$ cat config.mk
export PLATFORM = sky130hd
export DESIGN_NAME = spawn_scheduler
export DESIGN_NICKNAME = d
export VERILOG_FILES = /design/src/rtl/spawn_scheduler.sv
export SDC_FILE = /design/constraint.sdc
export NUM_CORES = 1
export LEC_CHECK = 0
export ABC_AREA = 1
export CORE_ASPECT_RATIO = 1.25
export CORE_MARGIN = 3
export CORE_UTILIZATION = 40
export CTS_BUF_LIST = sky130_fd_sc_hd__clkbuf_8
export DETAILED_ROUTE_END_ITERATION = 12
export HOLD_SLACK_MARGIN = 0.1
export PLACE_DENSITY = 0.7
export SLEW_MARGIN = 20
export SYNTH_ARGS = -nofsm -noshare
export SYNTH_HDL_FRONTEND = slang
export SYNTH_SLANG_ARGS = --single-unit
$ cat constraint.sdc
create_clock -name clk -period 1.9 [get_ports clk]
set_input_delay 0.19 -clock clk [delete_from_list [all_inputs] [get_ports clk]]
set_output_delay 0.19 -clock clk [all_outputs]
set_load 0.03 [all_outputs]
$ cat src/rtl/spawn_scheduler.sv
// Spawn scheduler: waits PERIOD cycles, draws random columns (with bounded retries on
// blocked columns) and offers an unblocked one over a valid/ready handshake.
// Optional statistics counters are compiled in when SPAWN_STATS_EN is defined.
module spawn_scheduler #(
  parameter int PERIOD    = 8,
  parameter int MAX_RETRY = 3
) (
  input  logic       clk,
  input  logic       reset,
  input  logic       run,
  input  logic [2:0] rnd,
  output logic       rnd_next,
  output logic       lfsr_state,
  input  logic [7:0] blocked_mask,
  output logic       spawn_valid,
  output logic [2:0] spawn_col,
  input  logic       spawn_ready,
  output logic       skip_pulse,
  output logic [7:0] spawn_cnt,
  output logic [7:0] skip_cnt
);

  typedef enum logic [2:0] {IDLE, WAIT, DRAW, SAMPLE, OFFER} state_t;

  localparam logic [7:0] RELOAD    = 8'(PERIOD - 1);
  localparam logic [2:0] RETRY_LIM = 3'(MAX_RETRY);

  state_t     state_q, state_d;
  logic [7:0] cnt_q, cnt_d;
  logic [2:0] retry_q, retry_d;
  logic [2:0] col_q, col_d;
  logic       valid_q, valid_d;
  logic       skip_q, skip_d;
  logic       lfsr_q;

  always_ff @(posedge clk) begin
    if (!reset) begin
      state_q <= IDLE;
      cnt_q   <= 8'd0;
      retry_q <= 3'd0;
      col_q   <= 3'd0;
      valid_q <= 1'b0;
      skip_q  <= 1'b0;
      lfsr_q  <= 1'b1;
    end else begin
      state_q <= state_d;
      cnt_q   <= cnt_d;
      retry_q <= retry_d;
      col_q   <= col_d;
      valid_q <= valid_d;
      skip_q  <= skip_d;
      lfsr_q  <= ~run;
    end
  end

  always_comb begin
    state_d = state_q;
    cnt_d   = cnt_q;
    retry_d = retry_q;
    col_d   = col_q;
    valid_d = valid_q;
    skip_d  = 1'b0;
    // Losing run aborts everything; a pending handshake on this edge still counts.
    if (state_q != IDLE && !run) begin
      state_d = IDLE;
      cnt_d   = 8'd0;
      retry_d = 3'd0;
      valid_d = 1'b0;
    end else begin
      case (state_q)
        IDLE: begin
          if (run) begin
            state_d = WAIT;
            cnt_d   = RELOAD;
          end
        end
        WAIT: begin
          if (cnt_q == 8'd0) state_d = DRAW;
          else cnt_d = cnt_q - 8'd1;
        end
        DRAW: state_d = SAMPLE;
        SAMPLE: begin
          if (!blocked_mask[rnd]) begin
            col_d   = rnd;
            retry_d = 3'd0;
            valid_d = 1'b1;
            state_d = OFFER;
          end else if (retry_q < RETRY_LIM) begin
            retry_d = retry_q + 3'd1;
            state_d = DRAW;
          end else begin
            skip_d  = 1'b1;
            retry_d = 3'd0;
            cnt_d   = RELOAD;
            state_d = WAIT;
          end
        end
        OFFER: begin
          if (spawn_ready) begin
            valid_d = 1'b0;
            cnt_d   = RELOAD;
            state_d = WAIT;
          end
        end
        default: state_d = IDLE;
      endcase
    end
  end

  assign rnd_next    = (state_q == DRAW) && run;
  assign lfsr_state  = lfsr_q;
  assign spawn_valid = valid_q;
  assign spawn_col   = col_q;
  assign skip_pulse  = skip_q;

`ifdef SPAWN_STATS_EN
  logic [7:0] spawn_cnt_q, skip_cnt_q;
  logic       accept;

  // valid is only ever high in OFFER, so this also covers accept-with-run-low.
  assign accept = valid_q & spawn_ready;

  always_ff @(posedge clk) begin
    if (!reset) begin
      spawn_cnt_q <= 8'd0;
      skip_cnt_q  <= 8'd0;
    end else begin
      if (accept && spawn_cnt_q != 8'hFF) spawn_cnt_q <= spawn_cnt_q + 8'd1;
      if (skip_d && skip_cnt_q != 8'hFF) skip_cnt_q <= skip_cnt_q + 8'd1;
    end
  end

  assign spawn_cnt = spawn_cnt_q;
  assign skip_cnt  = skip_cnt_q;
`else
  assign spawn_cnt = 8'd0;
  assign skip_cnt  = 8'd0;
`endif

endmodule

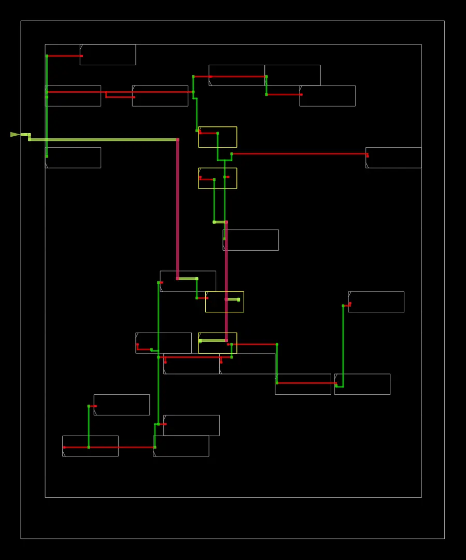
Fig. 1. Clock wiring as the flow saved it.
clock net sink count: 20
clock latency reported for the late side of the worst-skew pair: 260 ps
number of sequential cells: 20
number of buffers created by CTS: 3

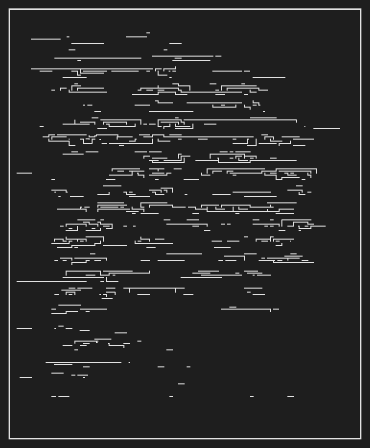
Fig. 2. M1 wires.
nets with wire on the layer: 201
share of all routed wire: 39%
longest straight run: 19.3 µm
wire length on this layer: 977 µm
main direction: horizontal

==> flow_metrics.rpt <==
PHYSICAL IMPLEMENTATION REPORT
----------------------------------------------------
[Placement]
  Routability congestion estimate ........................ 0.8205
  DP Wirelength ........................ 2057 µm
  Setup Slack @ Placement ........................ 109.4 ps
  Count of placed standard cells including taps ........................ 250

[Job]
  Maxcap violations ........................ 0

[Detailed routing]
  Met1 Wirelength ........................ 976 µm
  First-pass iteration count of the detailed router ........................ 4
  Final routed DRC violation total ........................ 0
  Met3 Routed Length ........................ 115 µm

[GRT]
  Met3 track demand over resource in global routing ........................ 2.453%
  GRT busiest layer ........................ met2

[Logic synthesis]
  Biggest combinational cell group after synthesis ........................ simple AND/OR/NAND/NOR gates
  Mux cell area share ........................ 0%
  Number of warnings issued by yosys ........................ 0
  Yosys aoi share ........................ 8.835%
  Async set-or-reset flop fraction in the synthesized netlist ........................ 0%
  Mean Syn Cell Area ........................ 6.424 µm²
  Number of cells in Yosys stat ........................ 194
  Biggest area contributors in the synthesized netlist ........................ sky130_fd_sc_hd__dfxtp_1 (32%), sky130_fd_sc_hd__nand2_1 (14%), sky130_fd_sc_hd__buf_4 (9.6%)
  Flip-flops with a built-in enable ........................ 0

[Layout]
  Non-clk buf share ........................ 14.55%
  Number of filler cells placed in the layout ........................ 308
  Share of final layout cell area taken by clock buffers and inverters ........................ 3.679%
  Share of layout cells above drive strength 1 ........................ 6.881%
  Clock buf count ........................ 4

[Floorplanning]
  Die span in x ........................ 55.93 µm
  Number of placement rows ........................ 22
  Floorplan Utilization ........................ 41.92%

[Timing]
  Max Freq ........................ 561.5 MHz
  Endpoints failing setup ........................ 0
  Final hold violation count ........................ 0
  Post-route minimum period ........................ 1781 ps

[Clocking]
  CTS tree ........................ built
  Bufs on Longest Clock Path ........................ 2
  Post-CTS repair timing setup buffer count ........................ 0

[Worst hold path]
  Worst Hold Depth ........................ 1

[Critical path]
  Family of cells with the greatest summed delay on the critical path ........................ buffers and inverters
  Endpoint of the worst-slack reg-to-reg timing path ........................ cnt_q[3]$_SDFFE_PP0P_
  Critical Path End Type ........................ output port
  Worst path bufs/invs ........................ 2
  Start-to-end type of the worst setup path ........................ flop to output port
  Critical path data required time ........................ 1710 ps
  Reg-to-reg setup timing slack ........................ 370 ps

[Power and ir drop]
  Power share of the clock group ........................ 19.4%
  Total combinational power ........................ 0.000808 W
  Int Pwr ........................ 0.0009672 W
  Power group with the highest consumption ........................ combinational logic
  Part of the total power dissipated in sequential elements ........................ 32.3%
  Leak ........................ 0.7200 nW

[Status]
  Result of the run ........................ finished, final reports clean

----------------------------------------------------
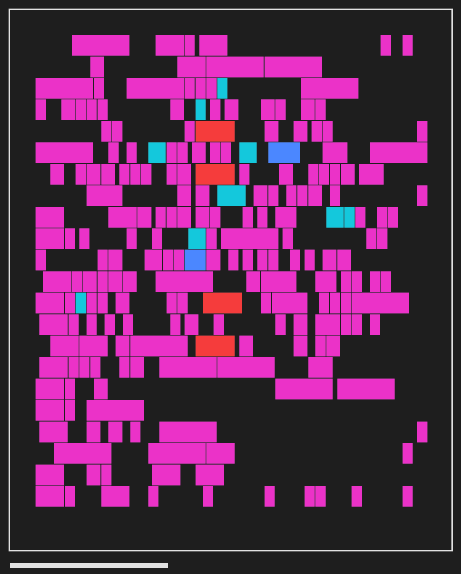
Fig. 3. Cell sizes after repair.
The bar under the picture is 20 µm long.
[cyan] drive 2 | cells: 9
[red] drive 6 and up | cells: 4
[blue] drive 3 to 4 | cells: 2
[magenta] drive 1 or less | cells: 203
post-route setup slack: 119.0 ps
non-clock buffer count in the final layout: 22
Layout Area Growth over Synthesis: 20.08%
post-route cell area: 1496 µm²

Power figures rest on the tool's default switching activity, not on a simulated workload.
